**Wiring by layer**

Only two layers are drawn.
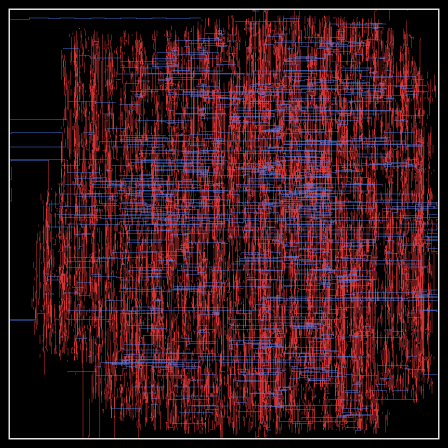
**Local utilization**

Scale bar: 100 um. The die is cut into 38 by 38 equal tiles; dark purple is low, yellow is high, 0 to 100% covered.
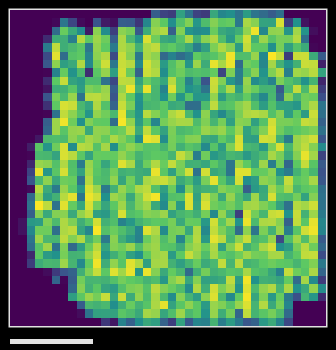
**Wire density map**

The die is cut into 38 by 38 equal tiles; dark purple is low, yellow is high, scaled to the fullest tile. Values are wire area over tile area, all layers added.
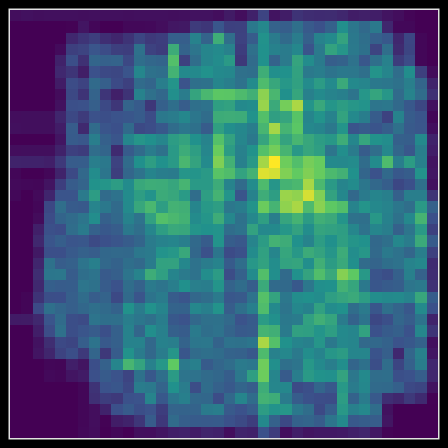
**Where the registers sit**

Scale bar: 100 um. Other sequential cells in the stronger grey, the rest of the logic in the fainter grey.
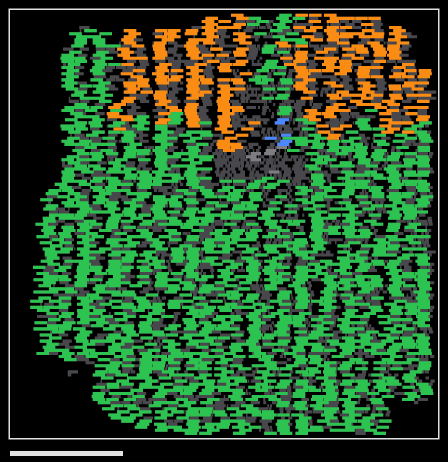
**Clock routing**

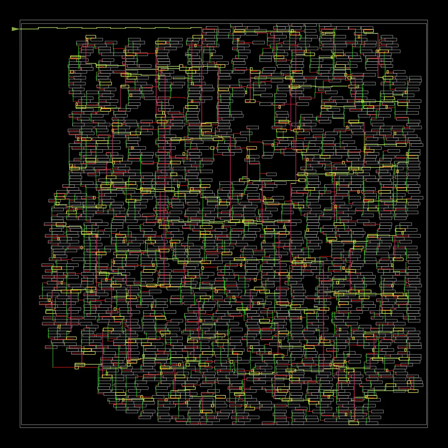
File: src/rtl/theta_slice_stage.sv
// Theta column-parity mixing stage: loads one frame of DEPTH 25-bit slices, then
// emits each slice XORed with the parities of its neighbouring columns (z wraps).
module theta_slice_stage #(
    parameter int DEPTH = 64,
    parameter int AW    = 6
) (
    input  logic        clk,
    input  logic        rst,
    input  logic        flush,
    input  logic        in_valid,
    output logic        in_ready,
    input  logic [24:0] in_line,
    output logic        out_valid,
    input  logic        out_ready,
    output logic [24:0] out_line,
    output logic        out_last,
    output logic        busy
);

    // Handshake: a transfer happens on a rising edge where valid & ready are both
    // high; flush in the same cycle cancels it. Outputs hold while ready is low.
    typedef enum logic {LOAD = 1'b0, EMIT = 1'b1} state_t;

    state_t        state, state_nxt;
    logic [AW-1:0] wr_cnt, rd_cnt, rd_prev;
    logic [24:0]   slice_mem [DEPTH];
    logic [4:0]    par_mem   [DEPTH];
    logic [4:0]    par_in, par_cur, par_prev, theta_col;
    logic          in_fire, out_fire, wr_end, rd_end;

    assign in_fire  = in_valid & in_ready & ~flush;
    assign out_fire = out_valid & out_ready & ~flush;
    assign wr_end   = (wr_cnt == AW'(DEPTH - 1));
    assign rd_end   = (rd_cnt == AW'(DEPTH - 1));

    always_ff @(posedge clk or negedge rst) begin
        if (!rst) state <= LOAD;
        else      state <= state_nxt;
    end

    always_comb begin
        state_nxt = state;
        if (flush) begin
            state_nxt = LOAD;
        end else begin
            case (state)
                LOAD:    if (in_fire && wr_end)  state_nxt = EMIT;
                EMIT:    if (out_fire && rd_end) state_nxt = LOAD;
                default: state_nxt = LOAD;
            endcase
        end
    end

    always_comb begin
        in_ready  = (state == LOAD);
        out_valid = (state == EMIT);
        out_last  = (state == EMIT) && rd_end;
        busy      = (state != LOAD) || (wr_cnt != '0);
    end

    always_ff @(posedge clk or negedge rst) begin
        if (!rst) begin
            wr_cnt <= '0;
            rd_cnt <= '0;
        end else if (flush) begin
            wr_cnt <= '0;
            rd_cnt <= '0;
        end else begin
            if (in_fire)  wr_cnt <= wr_end ? '0 : wr_cnt + AW'(1);
            if (out_fire) rd_cnt <= rd_end ? '0 : rd_cnt + AW'(1);
        end
    end

    // Column parity of the incoming slice: XOR of the five rows for each x.
    always_comb begin
        par_in = '0;
        for (int x = 0; x < 5; x++) begin
            par_in[x] = in_line[x] ^ in_line[5 + x] ^ in_line[10 + x]
                      ^ in_line[15 + x] ^ in_line[20 + x];
        end
    end

    always_ff @(posedge clk) begin
        if (in_fire) begin
            slice_mem[wr_cnt] <= in_line;
            par_mem[wr_cnt]   <= par_in;
        end
    end

    // DEPTH is a power of two, so rd_cnt-1 wraps 0 to DEPTH-1 for free.
    assign rd_prev  = rd_cnt - AW'(1);
    assign par_cur  = par_mem[rd_cnt];
    assign par_prev = par_mem[rd_prev];

    always_comb begin
        theta_col = '0;
        for (int x = 0; x < 5; x++) begin
            theta_col[x] = par_cur[(x + 4) % 5] ^ par_prev[(x + 1) % 5];
        end
        out_line = '0;
        if (state == EMIT) begin
            out_line = slice_mem[rd_cnt] ^ {5{theta_col}};
        end
    end

endmodule

File: config.mk
export PLATFORM = sky130hd
export DESIGN_NAME = theta_slice_stage
export DESIGN_NICKNAME = d
export VERILOG_FILES = /design/src/rtl/theta_slice_stage.sv
export SDC_FILE = /design/constraint.sdc
export NUM_CORES = 2
export LEC_CHECK = 0
export CAP_MARGIN = 30
export CORE_MARGIN = 1
export CORE_UTILIZATION = 55
export DETAILED_ROUTE_END_ITERATION = 12
export DONT_BUFFER_PORTS = 1
export PLACE_DENSITY = 0.68
export SETUP_SLACK_MARGIN = 0.1
export SLEW_MARGIN = 40
export SYNTH_ARGS = -nofsm -noshare
export SYNTH_HDL_FRONTEND = slang
export SYNTH_SLANG_ARGS = --single-unit
File: constraint.sdc
create_clock -name clk -period 8.2 [get_ports clk]
set_clock_uncertainty 0.05 [all_clocks]
set_input_delay 0.82 -clock clk [delete_from_list [all_inputs] [get_ports clk]]
set_output_delay 0.82 -clock clk [all_outputs]
set_load 0.005 [all_outputs]
==> qor.csv <==
metric,value,unit
outcome,"finished, final reports clean",
timing.rr.end,slice_mem[52][17]$_DFFE_PP_,
fin_util,61.7,%
synth_area_leader_cell,edfxtp_1,
cts-root-buf,clkbuf_16,
hold_depth,0,
p_sw,0.00379,W
hold_class,input port to register,
layout_top_cell,edfxtp_1,
synthFlopType,edfxtp_1,
synth_async_sr_flop_share,0.673,%
cp-end-kind,output pin,
final_cell_count_no_fill,5720,
area_growth,10.9,%
signal_buffers,128,
ff2ff_setup_slack,4.59,ns
r2r_cells,6,
setup_ws,1.23,ns
clockBufferDepth,3,
logic_gate_count,1428,
met1_usage,40.1,%
diodes,1,
dpl_worst_slack,2.10,ns
routabilityCongestion,0.847,
regMostFlops,slice_mem,
antenna_found_initial,12,
pwr-share-clk,42.3,%
seq_share,67.0,%
syn-num-nets,3622,
hold_path.startpoint,in_line[12],
drt_iter0_markers,5420,
cts_setup_buffers,0,
placementRows,137,
compound_area_share,3.04,%
setup_tns,0,ns
inv_count,10,
crit_family,multiplexers,
p_int,0.0157,W
gr-usage-met2,45.3,%
chipWidth,379,um
cts_hold_repair.buffers,3,
path_clk_slew,0.06,ns
grt_start_max_net_pins,117,
place_area,0.0806,sq mm
topCellsByArea,"edfxtp_1 (74%), mux4_2 (15%), mux2i_1 (3.4%), a221oi_1 (1.1%), buf_6 (0.55%)",
About 'wiring by layer':
Key: met3 = blue [wire length 22.7 mm]; met2 = red [wire length 97.3 mm]

About 'local utilization':
The mean over all tiles is 59%. The fullest tile reaches 100%. 13% of the tiles are nearly empty. 37% of the tiles are over 75% full.

About 'wire density map':
The densest ninth of the die: middle. 21% of the tiles are over half the peak. The mean over all tiles is 0.24. The fullest tile reaches 0.72. The emptiest ninth of the die: top left.

About 'where the registers sit':
Key: `slice_mem` = green [sequential cells 1600]; `par_mem` = orange [sequential cells 320]; `rd_cnt` = blue [sequential cells 6]

About 'clock routing':
flip-flops: 1933
Clock Sinks: 1933
CTS Buf Count: 187

Power figures rest on the tool's default switching activity, not on a simulated workload.
